## config.mk

```make
export PLATFORM = sky130hd
export DESIGN_NAME = rds_stream_mixer
export DESIGN_NICKNAME = d
export VERILOG_FILES = /design/src/rtl/rds_stream_mixer.sv
export SDC_FILE = /design/constraint.sdc
export NUM_CORES = 2
export LEC_CHECK = 0
export CAP_MARGIN = 10
export CORE_MARGIN = 1
export CORE_UTILIZATION = 58
export CTS_CLUSTER_DIAMETER = 40
export DETAILED_ROUTE_END_ITERATION = 10
export HOLD_SLACK_MARGIN = 0.1
export PLACE_DENSITY = 0.77
export SLEW_MARGIN = 20
export SYNTH_ARGS = -nofsm -noshare
export SYNTH_HDL_FRONTEND = slang
export SYNTH_HIERARCHICAL = 1
export SYNTH_SLANG_ARGS = --single-unit
```

## constraint.sdc

```tcl
create_clock -name s00_axis_aclk -period 9.6 [get_ports s00_axis_aclk]
set_input_delay 0.96 -clock s00_axis_aclk [delete_from_list [all_inputs] [get_ports s00_axis_aclk]]
set_output_delay 0.96 -clock s00_axis_aclk [all_outputs]
set_load 0.05 [all_outputs]
```

## src/rtl/rds_stream_mixer.sv

```systemverilog
// Joins the 57 kHz bandpass stream (s00) with the tripled-pilot carrier (s01) and emits the
// rounded, saturated signed product. Per-channel FIFOs absorb skew; pairs are joined in arrival order.

module rds_mixer_fifo #(
  parameter int W     = 33,
  parameter int DEPTH = 8
) (
  input  logic         clk,
  input  logic         rst,
  input  logic         flush,
  input  logic         wr,
  input  logic         rd,
  input  logic [W-1:0] wdata,
  output logic [W-1:0] rdata,
  output logic         empty,
  output logic         full
);
  localparam int AW = $clog2(DEPTH);

  logic [W-1:0]  mem [DEPTH];
  logic [AW-1:0] wp, rp;
  logic [AW:0]   cnt;

  always_ff @(posedge clk or posedge rst) begin
    if (rst) begin
      wp  <= '0;
      rp  <= '0;
      cnt <= '0;
    end else if (flush) begin
      wp  <= '0;
      rp  <= '0;
      cnt <= '0;
    end else begin
      if (wr) wp <= wp + 1'b1;
      if (rd) rp <= rp + 1'b1;
      cnt <= cnt + (AW+1)'(wr) - (AW+1)'(rd);
    end
  end

  always_ff @(posedge clk) begin
    if (wr) mem[wp] <= wdata;
  end

  assign rdata = mem[rp];
  assign empty = (cnt == '0);
  assign full  = (cnt == (AW+1)'(DEPTH));
endmodule

module rds_stream_mixer #(
  parameter int C_S00_AXIS_TDATA_WIDTH = 32,
  parameter int C_S01_AXIS_TDATA_WIDTH = 32,
  parameter int C_M00_AXIS_TDATA_WIDTH = 32,
  parameter int FIFO_DEPTH             = 8,
  parameter int PRODUCT_SHIFT          = 31,
  parameter int DROP_ON_FULL           = 0
) (
  input  logic                                s00_axis_aclk,
  input  logic                                s00_axis_areset,
  input  logic                                s00_axis_tvalid,
  output logic                                s00_axis_tready,
  input  logic                                s00_axis_tlast,
  input  logic [C_S00_AXIS_TDATA_WIDTH-1:0]   s00_axis_tdata,
  input  logic                                s01_axis_tvalid,
  output logic                                s01_axis_tready,
  input  logic [C_S01_AXIS_TDATA_WIDTH-1:0]   s01_axis_tdata,
  output logic                                m00_axis_tvalid,
  input  logic                                m00_axis_tready,
  output logic                                m00_axis_tlast,
  output logic [C_M00_AXIS_TDATA_WIDTH-1:0]   m00_axis_tdata,
  output logic [C_M00_AXIS_TDATA_WIDTH/8-1:0] m00_axis_tstrb,
  input  logic [1:0]                          mix_mode,
  input  logic                                flush,
  output logic [15:0]                         drop_count_a,
  output logic [15:0]                         drop_count_b,
  output logic [15:0]                         sat_count
);
  localparam int A_W = C_S00_AXIS_TDATA_WIDTH;
  localparam int B_W = C_S01_AXIS_TDATA_WIDTH;
  localparam int O_W = C_M00_AXIS_TDATA_WIDTH;
  localparam int P_W = A_W + B_W;
  localparam int R_W = P_W + 1;
  localparam int E_W = (R_W > O_W) ? R_W : O_W;
  localparam int RS  = (PRODUCT_SHIFT > 0) ? PRODUCT_SHIFT - 1 : 0;
  localparam logic signed [R_W-1:0] RND  = (PRODUCT_SHIFT > 0) ? (R_W'(1) <<< RS) : '0;
  localparam logic signed [E_W-1:0] OMAX = E_W'({1'b0, {(O_W-1){1'b1}}});
  localparam logic signed [E_W-1:0] OMIN = ~OMAX;

  logic [A_W:0]   fa_rdata;
  logic [B_W-1:0] fb_rdata;
  logic           fa_empty, fa_full, fb_empty, fb_full;
  logic           wr_a, wr_b, drop_a, drop_b, join_p, stall;
  logic [2:1]     vld_pipe;

  logic signed [P_W-1:0] a_ext, b_ext, s1_in, s1_prod;
  logic                  s1_last;
  logic signed [R_W-1:0] rnd;
  logic signed [E_W-1:0] shr;
  logic                  sat_hi, sat_lo;
  logic [O_W-1:0]        o_val;

  // Ready never looks at the output side, so a read from a full FIFO frees space only next cycle.
  assign s00_axis_tready = !s00_axis_areset && ((DROP_ON_FULL != 0) || !fa_full);
  assign s01_axis_tready = !s00_axis_areset && ((DROP_ON_FULL != 0) || !fb_full);
  assign wr_a   = s00_axis_tvalid && s00_axis_tready && !fa_full && !flush;
  assign wr_b   = s01_axis_tvalid && s01_axis_tready && !fb_full && !flush;
  assign drop_a = s00_axis_tvalid && s00_axis_tready &&  fa_full && !flush;
  assign drop_b = s01_axis_tvalid && s01_axis_tready &&  fb_full && !flush;

  assign stall  = vld_pipe[2] && !m00_axis_tready;
  assign join_p = !fa_empty && !fb_empty && !stall && !flush;

  rds_mixer_fifo #(.W(A_W+1), .DEPTH(FIFO_DEPTH)) u_fifo_a (
    .clk(s00_axis_aclk), .rst(s00_axis_areset), .flush(flush), .wr(wr_a), .rd(join_p),
    .wdata({s00_axis_tlast, s00_axis_tdata}), .rdata(fa_rdata), .empty(fa_empty), .full(fa_full));

  rds_mixer_fifo #(.W(B_W), .DEPTH(FIFO_DEPTH)) u_fifo_b (
    .clk(s00_axis_aclk), .rst(s00_axis_areset), .flush(flush), .wr(wr_b), .rd(join_p),
    .wdata(s01_axis_tdata), .rdata(fb_rdata), .empty(fb_empty), .full(fb_full));

  assign a_ext = {{B_W{fa_rdata[A_W-1]}}, fa_rdata[A_W-1:0]};
  assign b_ext = {{A_W{fb_rdata[B_W-1]}}, fb_rdata};

  // Bypass operands are pre-shifted so S2 applies the same rounding shift to every mode.
  always_comb begin
    case (mix_mode)
      2'b01:   s1_in = a_ext <<< PRODUCT_SHIFT;
      2'b10:   s1_in = b_ext <<< PRODUCT_SHIFT;
      default: s1_in = a_ext * b_ext;
    endcase
  end

  assign rnd    = {s1_prod[P_W-1], s1_prod} + RND;
  assign shr    = E_W'(rnd >>> PRODUCT_SHIFT);
  assign sat_hi = shr > OMAX;
  assign sat_lo = shr < OMIN;
  assign o_val  = sat_hi ? OMAX[O_W-1:0] : (sat_lo ? OMIN[O_W-1:0] : shr[O_W-1:0]);

  always_ff @(posedge s00_axis_aclk or posedge s00_axis_areset) begin
    if (s00_axis_areset) begin
      vld_pipe       <= '0;
      s1_prod        <= '0;
      s1_last        <= 1'b0;
      m00_axis_tdata <= '0;
      m00_axis_tlast <= 1'b0;
    end else if (flush) begin
      vld_pipe <= '0;
    end else if (!stall) begin
      vld_pipe <= {vld_pipe[1], join_p};
      if (join_p) begin
        s1_prod <= s1_in;
        s1_last <= fa_rdata[A_W];
      end
      if (vld_pipe[1]) begin
        m00_axis_tdata <= o_val;
        m00_axis_tlast <= s1_last;
      end
    end
  end

  function automatic logic [15:0] sat_inc(input logic [15:0] c);
    return (c == 16'hFFFF) ? c : c + 16'd1;
  endfunction

  always_ff @(posedge s00_axis_aclk or posedge s00_axis_areset) begin
    if (s00_axis_areset) begin
      drop_count_a <= '0;
      drop_count_b <= '0;
      sat_count    <= '0;
    end else begin
      if (drop_a) drop_count_a <= sat_inc(drop_count_a);
      if (drop_b) drop_count_b <= sat_inc(drop_count_b);
      if (!flush && !stall && vld_pipe[1] && (sat_hi || sat_lo)) sat_count <= sat_inc(sat_count);
    end
  end

  assign m00_axis_tvalid = vld_pipe[2];
  assign m00_axis_tstrb  = '1;
endmodule

```

Ports around the boundary:
Bar = 100 um. Pins as bars across the die edge, other pins in gray.
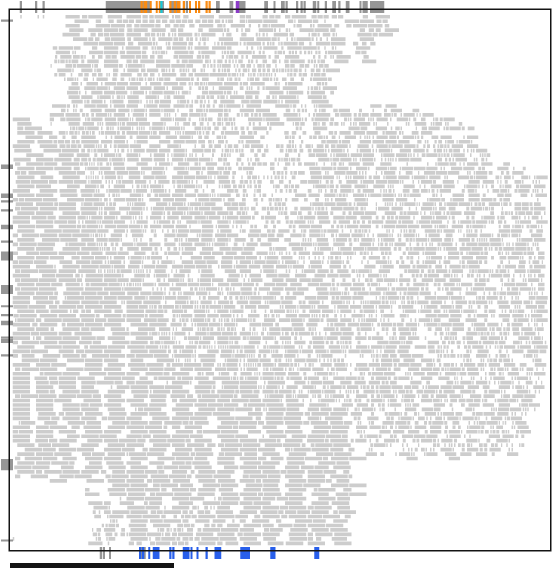
Key: blue = `s01_axis_tdata` [pins 32, direction input, edge bottom]; orange = `sat_count` [pins 16, direction output, edge top]; cyan = `flush` [pins 1, direction input, edge top]; purple = `mix_mode` [pins 2, direction input, edge top]
All pins by edge: 92 top, 37 bottom, 32 left.

Placement density heat map:
The die is cut into 33 by 33 equal tiles; white is low, dark blue is high, 0 to 100% covered.
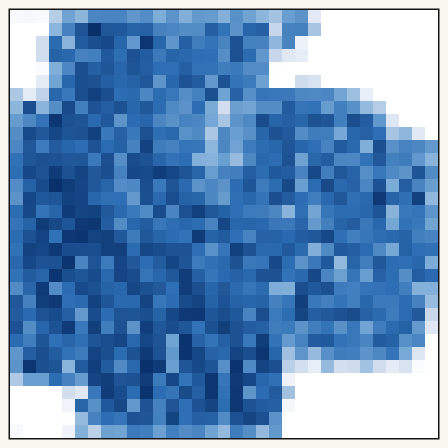
The emptiest ninth of the die: top right. The fullest tile reaches 100%. 46% of the tiles are over 75% full. 15% of the tiles are nearly empty.

Zoomed window:
Window x 237 to 257, y 237 to 257 um. Cells in gray, sequential cells in the stronger gray; small squares are vias.
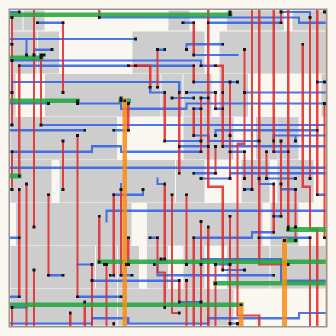
Key: green = M3; blue = M1; orange = M4; red = M2
Sequential cells in the window: 0. 27 logic cells have their middle in the window. Most frequent: fa_1 (9), a21oi_1 (4), inv_1 (4).

Placement view:
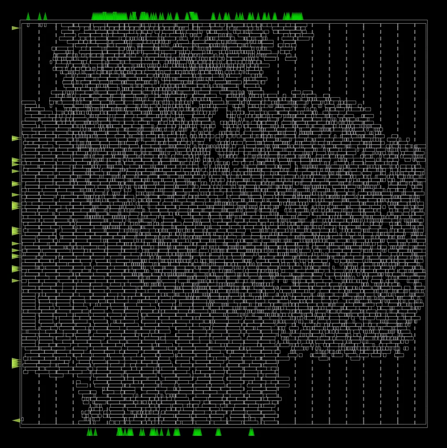
fin cells: 6787
Cell Rows: 119
final core occ: 64.6%
Placeable Area: 106000 sq um
fraction of area in registers: 27.9%

==> CHANGELOG.md <==
## Implementation

* Outcome: finished clean
* Fmax at about 0.11 GHz
* Vias per std cell at 5.89
* Synth async-reset ratio at a little over a fifth
* Main flop type: edfxtp_1
* Post-DRT Antenna Nets at 0
* Worst-path fanout max at 36
* Setup crit start: u_fifo_b/rp[1]$_DFFE_PP0P_
* Gate Count Post-Synth at 5248
* Most common cell in the netlist: fa_1
* Ratio of cells with drive above 1 in the final layout at under 10%
* 1st-iter DRT viols at between 3000 and 4000
* Syn Area/Cell at about 12 sq um
* Critical path arrival at 9.97 ns
* Crit path required time at 10.13 ns
* TritonCTS buffer count at between 70 and 80
* CTS H-Tree Depth at 3
* Largest net degree at the start of global routing at 79
* Tmin final at 9.44 ns
* Final setup violation count at 0
* Total grt overflow at 0
* Number of distinct library cells after synthesis at about 74
* Clock root buffer: clkbuf_16
* Critical path launch point type: flop
* CTS hold repair buffers at 0
* Worst-path clk slew at ~0.06 ns
* Critical Path Max Stage Delay at 0.68 ns
* Worst Setup End Kind: flop
* WL/cell at 23.7 um
* Total wire length at 161000 um
* Drt first pass iters at 5
* Post-synth regs at 658
* Die Area at 108000 sq um
* Final Hold Vio Count at 0
* Die height at around 330 um
* Fin. max-slew vios at 0
* Post-Place Cells at 6634
* Crit-path leading delay family: adder cells
* Max Cap Viol at 0
* Reg-to-reg slack, setup at 0.16 ns
* Insertion Delay late pin at 0.66 ns
* Yosys stat cell total at 5248
* Hold WC Path Type: flop to flop
* Cell accounting for the most synthesized area: fa_1
* Slowest stage cell on the critical path: fa_1
* Initial antenna violation count at 14
==> stage by stage <==
step	hold WS [ns]	setup TNS [ns]	area, sq um	util, %	setup WS (ns)
after floorplan	0.440	0	62100	-	0.732
after global placement	0.364	0	65400	61.9	0.272
after detailed placement	0.364	0	65400	61.9	0.151
after CTS	0.376	0	68200	64.5	0.0521
after global routing	0.390	-0.0880	68300	64.6	-0.0656
final	0.376	0	68300	64.6	0.162
==> kinds of logic after synthesis <==
group	after synthesis	synth area share [%]
AND-OR/OR-AND	342	3.50
adder cells (fa/ha/maj)	1283	39.0
AND/OR/NAND/NOR	1371	10.9
flip-flops	658	30.7
other	1	0.00604
XOR/XNOR	99	1.40
multiplexers	203	6.43
buffers and inverters	1291	8.13
==> worst paths after layout <==
check / end / depth (start not counted)
setup / recovery: s1_prod[62]$_DFFE_PP0P_ / 25
hold / removal: drop_count_b[0]$_DFFE_PP0P_ / 0
setup reg to reg: s1_prod[62]$_DFFE_PP0P_ / 25
hold reg to reg: drop_count_b[0]$_DFFE_PP0P_ / 0
max in group asynchronous: m00_axis_tdata[30]$_DFFE_PP0P_ / 4
min in group asynchronous: u_fifo_a/rp[1]$_DFFE_PP0P_ / 3
==> final cells by class <==
type / count / area [sq um]
flip-flops and latches: 658 / 19100
well taps: 1391 / 1740
inverters: 974 / 3660
repair buffers: 315 / 2900
multi-input cells: 3302 / 38200
diodes: 8 / 20.0
clock buffers: 83 / 1940
clock inverters: 56 / 787
fillers: 7605 / 37400
==> flip-flops by register name (all words and copies together) (netlist names), 3 cells and up <==
signal and cells:
drop_count_a 16, drop_count_b 16, m00_axis_tdata 32, s1_prod 34
sat_count 16, u_fifo_a/cnt 4, u_fifo_a/mem 264, u_fifo_a/rp 3
u_fifo_a/wp 3, u_fifo_b/cnt 4, u_fifo_b/mem 256, u_fifo_b/rp 3
u_fifo_b/wp 3
==> layer usage <==
| metal | GRT usage (%) | wire length (um) | up-vias |
|---|---|---|---|
| met4 | 16.8 | 10200 | 6 |
| met1 | 37.6 | 56800 | 20700 |
| met3 | 5.84 | 14300 | 586 |
| met5 | 0 | 34 | - |
| met2 | 52.0 | 79700 | 2066 |
| li1 | - | - | 16600 |
==> placed cells by master (no fill, tap or decap), drive strengths merged, types with 38 or more instances in the layout <==
cell type      synthesis  layout
nand3                 38      38
nor2                 143     143
inv                  974     986
xor2                  41      41
o21ai                 52      52
a21oi                139     139
xnor2                 58      58
ha                   200     200
clkdlybuf4s50          0     156
mux2                  68      68
nand2                569     569
dfrtp                138     138
fa                  1083    1083
buf                   37     159
and2                 512     512
clkbuf               280      83
edfxtp               520     520
mux4                 130     130
==> what timing repair did <==
item,in CTS,in global routing
endpoints found under the setup margin,0,12
hold endpoints to repair,0,0
setup buffers,0,6
gates resized,0,17
